### config.mk
export PLATFORM = sky130hd
export DESIGN_NAME = ctrl_fetch_decode
export DESIGN_NICKNAME = d
export VERILOG_FILES = /design/src/rtl/cfu_pkg.sv /design/src/rtl/cfu_decoder.sv /design/src/rtl/ctrl_fetch_decode.sv
export SDC_FILE = /design/constraint.sdc
export NUM_CORES = 1
export LEC_CHECK = 0
export CORE_AREA = 2 2 109 69
export CTS_CLUSTER_SIZE = 20
export DETAILED_ROUTE_END_ITERATION = 12
export DIE_AREA = 0 0 111 71
export MAX_ROUTING_LAYER = met4
export SKIP_CTS_REPAIR_TIMING = 1
export SYNTH_ARGS = -nofsm -noshare
export SYNTH_HDL_FRONTEND = slang
export SYNTH_HIERARCHICAL = 1
export SYNTH_SLANG_ARGS = --single-unit
### constraint.sdc
create_clock -name clock -period 1.4 [get_ports clock]
set_input_delay 0.28 -clock clock [delete_from_list [all_inputs] [get_ports clock]]
set_output_delay 0.28 -clock clock [all_outputs]
set_load 0.02 [all_outputs]
### src/rtl/cfu_pkg.sv
// Shared types and encodings for the fetch/decode/sequencing unit.
// Instruction layout: [17:14] opcode, [13:9] op1, [8:4] op2, [3] imControl, [2:0] kind.
package cfu_pkg;

   typedef enum logic [2:0] {
      S_FETCH  = 3'd0,
      S_DECODE = 3'd1,
      S_EXEC   = 3'd2,
      S_MEM    = 3'd3,
      S_WB     = 3'd4,
      S_HALT   = 3'd5
   } state_t;

   localparam logic [2:0] K_ALU   = 3'd0;
   localparam logic [2:0] K_LOADI = 3'd1;
   localparam logic [2:0] K_LOAD  = 3'd2;
   localparam logic [2:0] K_STORE = 3'd3;
   localparam logic [2:0] K_JUMP  = 3'd4;
   localparam logic [2:0] K_HALT  = 3'd5;

   localparam logic [1:0] PC_INC  = 2'd0;
   localparam logic [1:0] PC_JUMP = 2'd1;
   localparam logic [1:0] PC_HOLD = 2'd2;

   localparam logic [1:0] WB_ALU = 2'd0;
   localparam logic [1:0] WB_IMM = 2'd1;
   localparam logic [1:0] WB_MEM = 2'd2;

   localparam int IR_W     = 18;
   localparam int OPC_LSB  = 14;
   localparam int OP1_LSB  = 9;
   localparam int OP2_LSB  = 4;
   localparam int IMC_BIT  = 3;
   localparam int KIND_LSB = 0;

endpackage

### src/rtl/cfu_decoder.sv
// Combinational instruction decoder: splits the IR into operand fields and
// classifies the instruction kind for the sequencer.
import cfu_pkg::*;

module cfu_decoder (
   input  logic [IR_W-1:0] ir,
   output logic [3:0]      opcode,
   output logic [4:0]      op1,
   output logic [4:0]      op2,
   output logic            imc,
   output logic [2:0]      kind,
   output logic            needs_mem,
   output logic            writes_reg,
   output logic            is_jump,
   output logic [1:0]      wcode
);

   assign opcode = ir[OPC_LSB +: 4];
   assign op1    = ir[OP1_LSB +: 5];
   assign op2    = ir[OP2_LSB +: 5];
   assign imc    = ir[IMC_BIT];
   assign kind   = ir[KIND_LSB +: 3];

   // Kinds with no register write (STORE, JUMP, HALT, illegal) leave wcode at ALU.
   always_comb begin
      needs_mem  = 1'b0;
      writes_reg = 1'b0;
      is_jump    = 1'b0;
      wcode      = WB_ALU;
      case (kind)
         K_ALU:   writes_reg = 1'b1;
         K_LOADI: begin writes_reg = 1'b1; wcode = WB_IMM; end
         K_LOAD:  begin writes_reg = 1'b1; needs_mem = 1'b1; wcode = WB_MEM; end
         K_STORE: needs_mem = 1'b1;
         K_JUMP:  is_jump = 1'b1;
         default: ;
      endcase
   end

endmodule

### src/rtl/ctrl_fetch_decode.sv
// Multi-cycle fetch/decode/sequencer driving the datapath control inputs.
// Optional CFU_ILLEGAL_TRAP_EN: illegal kinds halt and set the sticky illegal flag.
import cfu_pkg::*;

module ctrl_fetch_decode #(
   parameter int IADDR_W = 10,
   parameter int IWORD_W = 32
) (
   input  logic               clock,
   input  logic               reset,
   input  logic [31:0]        PC,
   output logic [IADDR_W-1:0] imem_addr,
   output logic               imem_req,
   input  logic               imem_ack,
   input  logic [IWORD_W-1:0] imem_data,
   output logic [3:0]         opcode,
   output logic [4:0]         op1,
   output logic [4:0]         op2,
   output logic               imControl,
   output logic               regenable,
   output logic               ramenable,
   output logic [1:0]         pcControl,
   output logic [1:0]         writecode,
   output logic               halted,
   output logic               illegal,
   output logic [2:0]         dbg_state
);

   state_t          state;
   logic [IR_W-1:0] ir;

   logic [3:0] d_opcode;
   logic [4:0] d_op1, d_op2;
   logic       d_imc, d_needs_mem, d_writes_reg, d_is_jump;
   logic [2:0] d_kind;
   logic [1:0] d_wcode;

   cfu_decoder u_dec (
      .ir         (ir),
      .opcode     (d_opcode),
      .op1        (d_op1),
      .op2        (d_op2),
      .imc        (d_imc),
      .kind       (d_kind),
      .needs_mem  (d_needs_mem),
      .writes_reg (d_writes_reg),
      .is_jump    (d_is_jump),
      .wcode      (d_wcode)
   );

   // Gated by reset so the fetch port reads idle while reset is held.
   assign imem_req  = (state == S_FETCH) && !reset;
   assign imem_addr = imem_req ? PC[IADDR_W-1:0] : '0;
   assign dbg_state = state;

   logic unused_bits;
   assign unused_bits = ^{PC[31:IADDR_W], imem_data[IWORD_W-1:IR_W]};

   // Pulses default low and pcControl defaults to hold; only the edge entering
   // MEM or WB raises them, so each lasts exactly one cycle.
   always_ff @(posedge clock or posedge reset) begin
      if (reset) begin
         state     <= S_FETCH;
         ir        <= '0;
         opcode    <= '0;
         op1       <= '0;
         op2       <= '0;
         imControl <= 1'b0;
         writecode <= WB_ALU;
         regenable <= 1'b0;
         ramenable <= 1'b0;
         pcControl <= PC_HOLD;
         halted    <= 1'b0;
`ifdef CFU_ILLEGAL_TRAP_EN
         illegal   <= 1'b0;
`endif
      end else begin
         regenable <= 1'b0;
         ramenable <= 1'b0;
         pcControl <= PC_HOLD;
         case (state)
            S_FETCH: begin
               if (imem_ack) begin
                  ir    <= imem_data[IR_W-1:0];
                  state <= S_DECODE;
               end
            end
            S_DECODE: begin
               opcode    <= d_opcode;
               op1       <= d_op1;
               op2       <= d_op2;
               imControl <= d_imc;
               writecode <= d_wcode;
               if (d_kind == K_HALT) begin
                  state  <= S_HALT;
                  halted <= 1'b1;
`ifdef CFU_ILLEGAL_TRAP_EN
               end else if (d_kind > K_HALT) begin
                  state   <= S_HALT;
                  halted  <= 1'b1;
                  illegal <= 1'b1;
`endif
               end else begin
                  state <= S_EXEC;
               end
            end
            S_EXEC: begin
               if (d_needs_mem) begin
                  state     <= S_MEM;
                  ramenable <= 1'b1;
               end else begin
                  state     <= S_WB;
                  regenable <= d_writes_reg;
                  pcControl <= d_is_jump ? PC_JUMP : PC_INC;
               end
            end
            S_MEM: begin
               state     <= S_WB;
               regenable <= d_writes_reg;
               pcControl <= PC_INC;
            end
            S_WB:    state <= S_FETCH;
            S_HALT:  state <= S_HALT;
            default: state <= S_FETCH;
         endcase
      end
   end

`ifndef CFU_ILLEGAL_TRAP_EN
   assign illegal = 1'b0;
`endif

endmodule
Run 1, PDN straps and rails:
Pins as bars on the die edge.
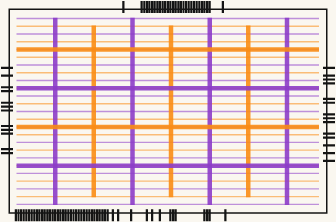
net	colour
VSS	purple
VDD	orange
signal pins	104
met1 rails	25
rows	24

Run 1, placement by cell class:
Scale bar: 20 um.
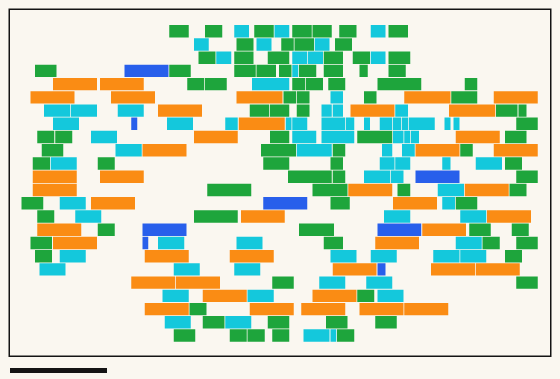
class	colour	cells	share of their area
combinational and other logic	cyan	76	27%
clock drivers and dummy loads	blue	8	4.4%
other buffers and delay cells	green	92	34%
flops	orange	43	34%

Run 1, clock distribution:
Scale bar: 20 um.
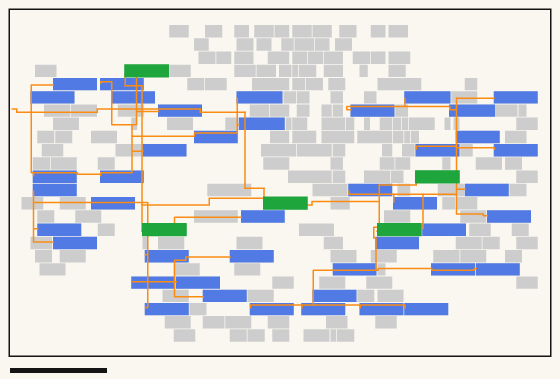
[flip-flops] blue | count: 43
[clock wires] orange | length: 631 um
[clock drivers] green | count: 5
flops lie	spread over the die
routed clock nets	6
clk_skew: 0.00468 ns
clk_lat worst skew: 0.28 ns
Clk pwr share: 15.2%
clock group power: 1.12 mW

## run 1: critical path, stage by stage (launching register included)
cell and delay [ns]:
dfrtp_2 0.42, nor4_4 0.27, buf_4 0.19, and2_4 0.14, buf_6 0.11
## run 1: kinds of logic (layout without fill, tap and decap cells)
family,Yosys count,count (layout)
AOI/OAI and AO/OA,6,6
other,1,1
buffers and inverters,28,102
DFF,43,43
and+or+nand+nor,32,32
muxes,35,35
## run 1: report_power, final
part / internal, mW / total [mW] / switching (mW)
combinational: 2.45 / 4.00 / 1.54
sequential: 1.86 / 2.24 / 0.386
clock: 0.660 / 1.12 / 0.463
total: 4.97 / 7.36 / 2.39
## run 1: registers in the layout, summed over array words and instances, names as in the netlist
name	count
ir	18
op1	5
op2	5
opcode	4
dbg_state	3
pcControl	2
writecode	2
halted	1
imControl	1
ramenable	1
regenable	1
==> impl_metrics.yaml, run 1 <==
# flow metrics
status:
  status: "finished with violations"
  violations: "setup timing"
place:
  dp_cells: 288
  gp_congestion: 0.709
  port_buffers: 66
  hpwl_mm: 2.91
critical_path:
  cp-start-kind: "register"
  cp-startpoint: "dbg_state[1]$_DFFE_PP0P_"
  cp_data_required_time_ns: 1.12
  crit_arrival_ns: 1.42
  crit_path_end_kind: "output pin"
route:
  detail_route.wirelength_mm: 4.73
  first_pass_iters: 4
  detail_route.wl_per_cell_um: 15.3
  drc_errors: 0
  highest_layer: "met4"
synthesis:
  syn_inst: 145
  fp_nets: 212
  top_logic_kind: "multiplexers"
  ys_cells: 145
  ys_seq_share_pct: 53.6
  synth_flop_count: 43
timing:
  tns_ns: -9.80
  setup_ws_ns: -0.302
  setup_viol: 48
  max_freq_mhz: 587
  drv_slew: 0
die:
  taps: 91
  core_area_um2: 6940
layout:
  fillerInstances: 628
  clk_share_pct: 4.23
  comb_area_share_pct: 26.0
  sh_seq_area_pct: 33.2
  most-common-layout-cells: "dfrtp_1, mux2_4, clkdlybuf4s50_1, dlymetal6s2s_1, buf_6"
  nets: 285
  dominant-cell-class: "flip-flops and latches"
  fin_cells: 310
  logic_area_um2: 847
  comb_cells: 74
  buf_share_pct: 32.7
  final_area_um2: 3250
global_route:
  track_usage_pct: 11.1
  use_met3_pct: 4.63
  antenna_found_initial: 0
  grt_busiest_layer: "met1"
  grt_max_degree: 22
  grt_util_met1_pct: 15.9
  grt_first_pass_wirelength_mm: 6.49
cts:
  htreeDepth: 2
pwr:
  leakage_nw: 1.69
Run 1, clock wiring as the flow saved it:
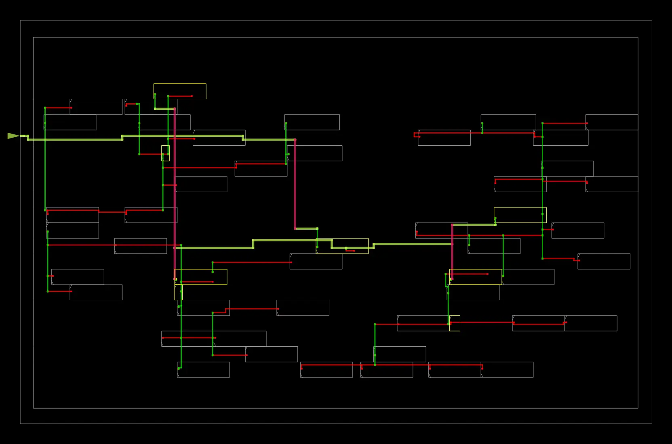

==> run 2: changes to the inputs <==
Settings changed: CORE_AREA 2 2 109 69 to 2 2 105 66, DIE_AREA 0 0 111 71 to 0 0 107 68, PLACE_DENSITY set to 0.67, SYNTH_HIERARCHICAL 1 to unset.
Run 2, clock wiring as the flow saved it:
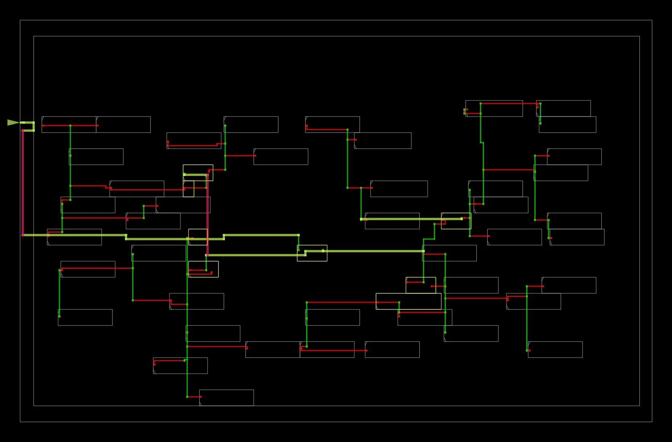
clk_skew: 0.0112 ns
clk_lat worst skew: 0.30 ns
Seq cells: 43
total clock buffers created by CTS: 5

==> impl_metrics.yaml, run 2 <==
# flow metrics
die:
  taps: 87
route:
  first_pass_iters: 4
  drc_errors: 0
  detail_route.wl_per_cell_um: 14.7
  highest_layer: "met4"
critical_path:
  crit_arrival_ns: 1.52
  cp_num_buf_inv: 2
  crit_path_end_kind: "output pin"
  cp.depth: 4
  slowest_stage: "dfrtp_2"
  cp_data_required_time_ns: 1.12
layout:
  comb_area_share_pct: 27.0
  logic_area_um2: 835
  comb_cells: 79
  most-common-layout-cells: "dfrtp_1, mux2_4, clkdlybuf4s50_1, dlymetal6s2s_1, buf_6"
  buf_share_pct: 30.5
pwr:
  power_frac_comb_pct: 53.3
  pg_comb_mw: 3.72
  cell_internal_pwr_mw: 4.60
  p_clk_share_pct: 13.9
  leakage_nw: 1.61
synthesis:
  synth_flop_count: 43
  fp_nets: 203
timing:
  setup_viol: 47
  max_freq_mhz: 554
  drv_slew: 0
  setup_ws_ns: -0.404
place:
  gp_congestion: 0.754
  port_buffers: 66
  hpwl_mm: 2.99
status:
  violations: "setup timing"
  status: "finished with violations"
global_route:
  track_usage_pct: 12.1
  use_met3_pct: 4.29
  grt_first_pass_wirelength_mm: 6.44
  grt_busiest_layer: "met1"
Run 2, placement by cell class:
Scale bar: 20 um.
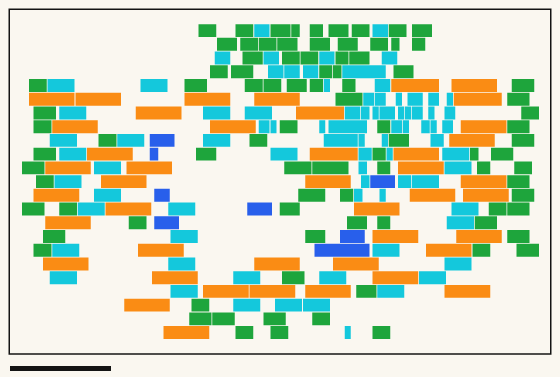
class	colour	cells	share of their area
clock drivers and dummy loads	blue	8	3.8%
flops	orange	43	36%
combinational and other logic	cyan	82	28%
other buffers and delay cells	green	89	32%
fraction of area in registers: 35.0%
final instance area: 3090 um^2
Rows: 23

## run 2: through the flow
stage | cell area [um^2] | std cells | setup TNS (ns) | hold WS, ns | util, %
finish | 3090 | 309 | -12.68 | 0.395 | 48.2
detailed placement | 2710 | 291 | -16.00 | 0.470 | 42.3
floorplan | 1930 | 136 | -7.93 | 0.428 | -
CTS | 2830 | 299 | -19.46 | 0.331 | 44.0
global placement | 2710 | 291 | -15.20 | 0.462 | 42.3
global route | 3090 | 309 | -14.68 | 0.399 | 48.2
## run 2: cell families (layout without fill, tap and decap cells)
kind of cell,after synthesis,count (layout),synth area share [%]
simple gates,34,34,10.9
flops,43,43,57.9
other cells,1,1,0.202
mux,34,34,22.6
compound gates,10,10,3.57
buf+inv,14,100,4.78
No activity file was given, so power comes from the tool's default toggle rates.
